Design result_buffer, sky130hd; sources not shown.
**The metal 1 layer**

Scale bar: 20 um. Supply wires on this layer in gray.
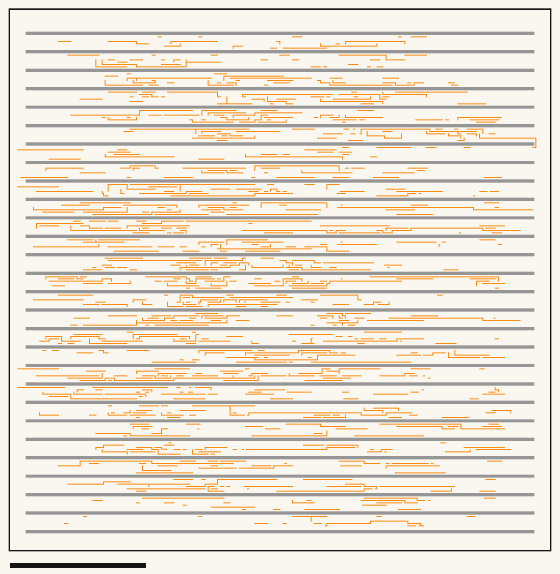
311 nets have wire on it. The longest straight run is 20.0 um.
met1 usage: 27.9%
DRT Wirelength: 6340 um
Via Count: 2152

**Signal wires on met2**

Scale bar: 20 um.
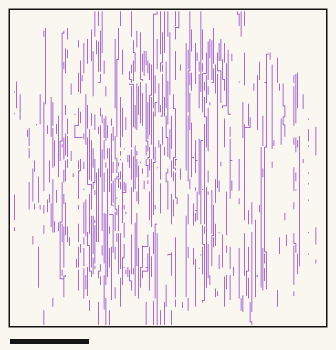
The layer carries 3150 um of wire. The wires run mostly vertical.
met2 Use GR: 36.2%

**M3 wires**

Cells faint in the background.
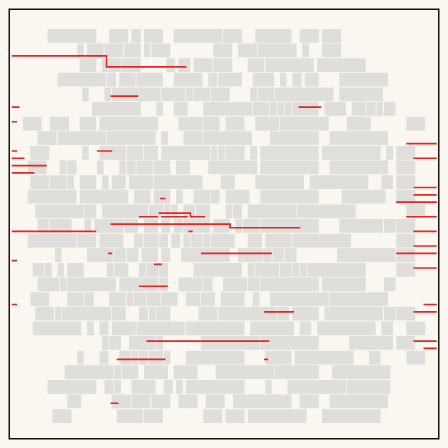
The longest straight run is 22.5 um. The layer holds 3.9% of the routed length. The wires run mostly horizontal.
M3 GR Usage: 4.07%

**The metal 4 layer**

Scale bar: 20 um. Supply wires on this layer in gray.
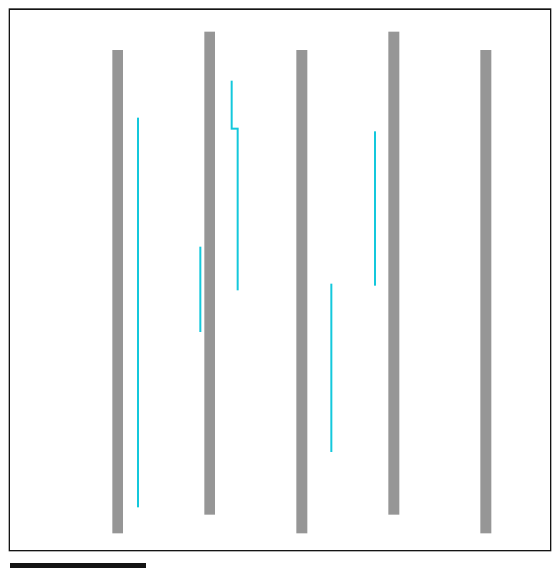
The wires run mostly vertical. The longest straight run is 57.1 um. The layer holds 2.3% of the routed length. The layer carries 148 um of wire. 3 nets have wire on it.

==> results.txt <==
run metrics: outcome complete, no violations, OpenROAD warning count 29, H-tree depth 3, Placer Congestion 0.851, VDD IR max 0.389 mV, initial antenna violation count 0, final setup vio count 0, Vias/cell 5.53, pin count of the biggest net entering global routing 32, die area 0.00634 mm2, ys cells 257, Setup TNS 0 ns, WHS Path Cells 1, Root Driver clkbuf_8, final hold violations 0, Switching Fraction 35.1%, Slew @ Worst Pin 0.644 ns, syn_nets 287, minimum clock period 3.48 ns, top post-synthesis cells by count 32 x edfxtp_1, 31 x dfrtp_1, 23 x nor2_1, post-layout util 71.9%, slowest CP cell dfrtp_1, Crit path max-delay family flip-flops, part of the power in registers 37.8%, top cell category registers, ys flop type edfxtp_1, Compound-Gate Fraction of Synth Area 7.66%, CTS buffer count 9, top cells by area edfxtp_1 30%, dfrtp_1 24%, ha_1 5.9%, worst-path cell chain mux4_2 -> and2_1 -> clkdlybuf4s50_1, row cnt 27, max cap viols 0, Signal buf overhead 13.2%, Flop Count 63, Rel. slew slack 57.0%, standard cell core area 0.00551 mm2, Critical Path AT 2.32 ns, Fmax 288 MHz, vias in the first global route 2183, Synth Area in Simple Gates 15.9%, Synth Cell Area 0.00320 mm2, Worst Path Buf+Inv 1, cell-internal power 1.73 mW, CP max FO 11
power by group through the flow:
stage / clock, mW / combinational [mW] / sequential (mW)
finish: 0.587 / 1.07 / 1.01
global placement: 0 / 1.04 / 1.02
floorplan: 0 / 0.686 / 1.01
CTS: 0.596 / 1.08 / 1.01
global route: 0.619 / 1.16 / 1.03
detailed placement: 0 / 1.07 / 1.02
through the flow:
step | worst slack, ns | hold WS, ns | instances | instance area, um2
after global routing | 0.0920 | 0.529 | 389 | 3960
after global placement | 0.119 | 0.474 | 373 | 3770
after detailed placement | 0.000297 | 0.477 | 373 | 3770
after floorplan | 0.783 | 0.523 | 257 | 3200
after CTS | 0.172 | 0.495 | 389 | 3960
final | 0.223 | 0.495 | 389 | 3960
placed cells by master, fill, tap and decap left out, types with 4 or more instances in the layout:
cell | synthesis | layout
xnor2_1 | 4 | 4
clkdlybuf4s50_1 | 0 | 50
nand2_1 | 19 | 19
nor2_1 | 23 | 23
ha_1 | 15 | 15
nand3_1 | 7 | 7
edfxtp_1 | 32 | 32
nor2b_1 | 5 | 5
inv_1 | 10 | 10
nand2b_1 | 5 | 5
a21oi_1 | 10 | 10
o211ai_1 | 6 | 6
clkbuf_8 | 0 | 10
xor2_1 | 14 | 14
dfrtp_1 | 31 | 31
mux4_2 | 8 | 8
and2_1 | 12 | 12
o21ai_0 | 6 | 6
per-layer routing:
| layer | GRT usage [%] | vias up | part of all wire, % |
|---|---|---|---|
| met1 | 27.9 | 1057 | 44 |
| li1 | - | 1032 | - |
| met4 | 10.9 | 0 | 2.3 |
| met3 | 4.07 | 14 | 3.9 |
| met2 | 36.2 | 49 | 50 |
| met5 | 0 | - | 0 |
Power and IR drop assume default switching activity.
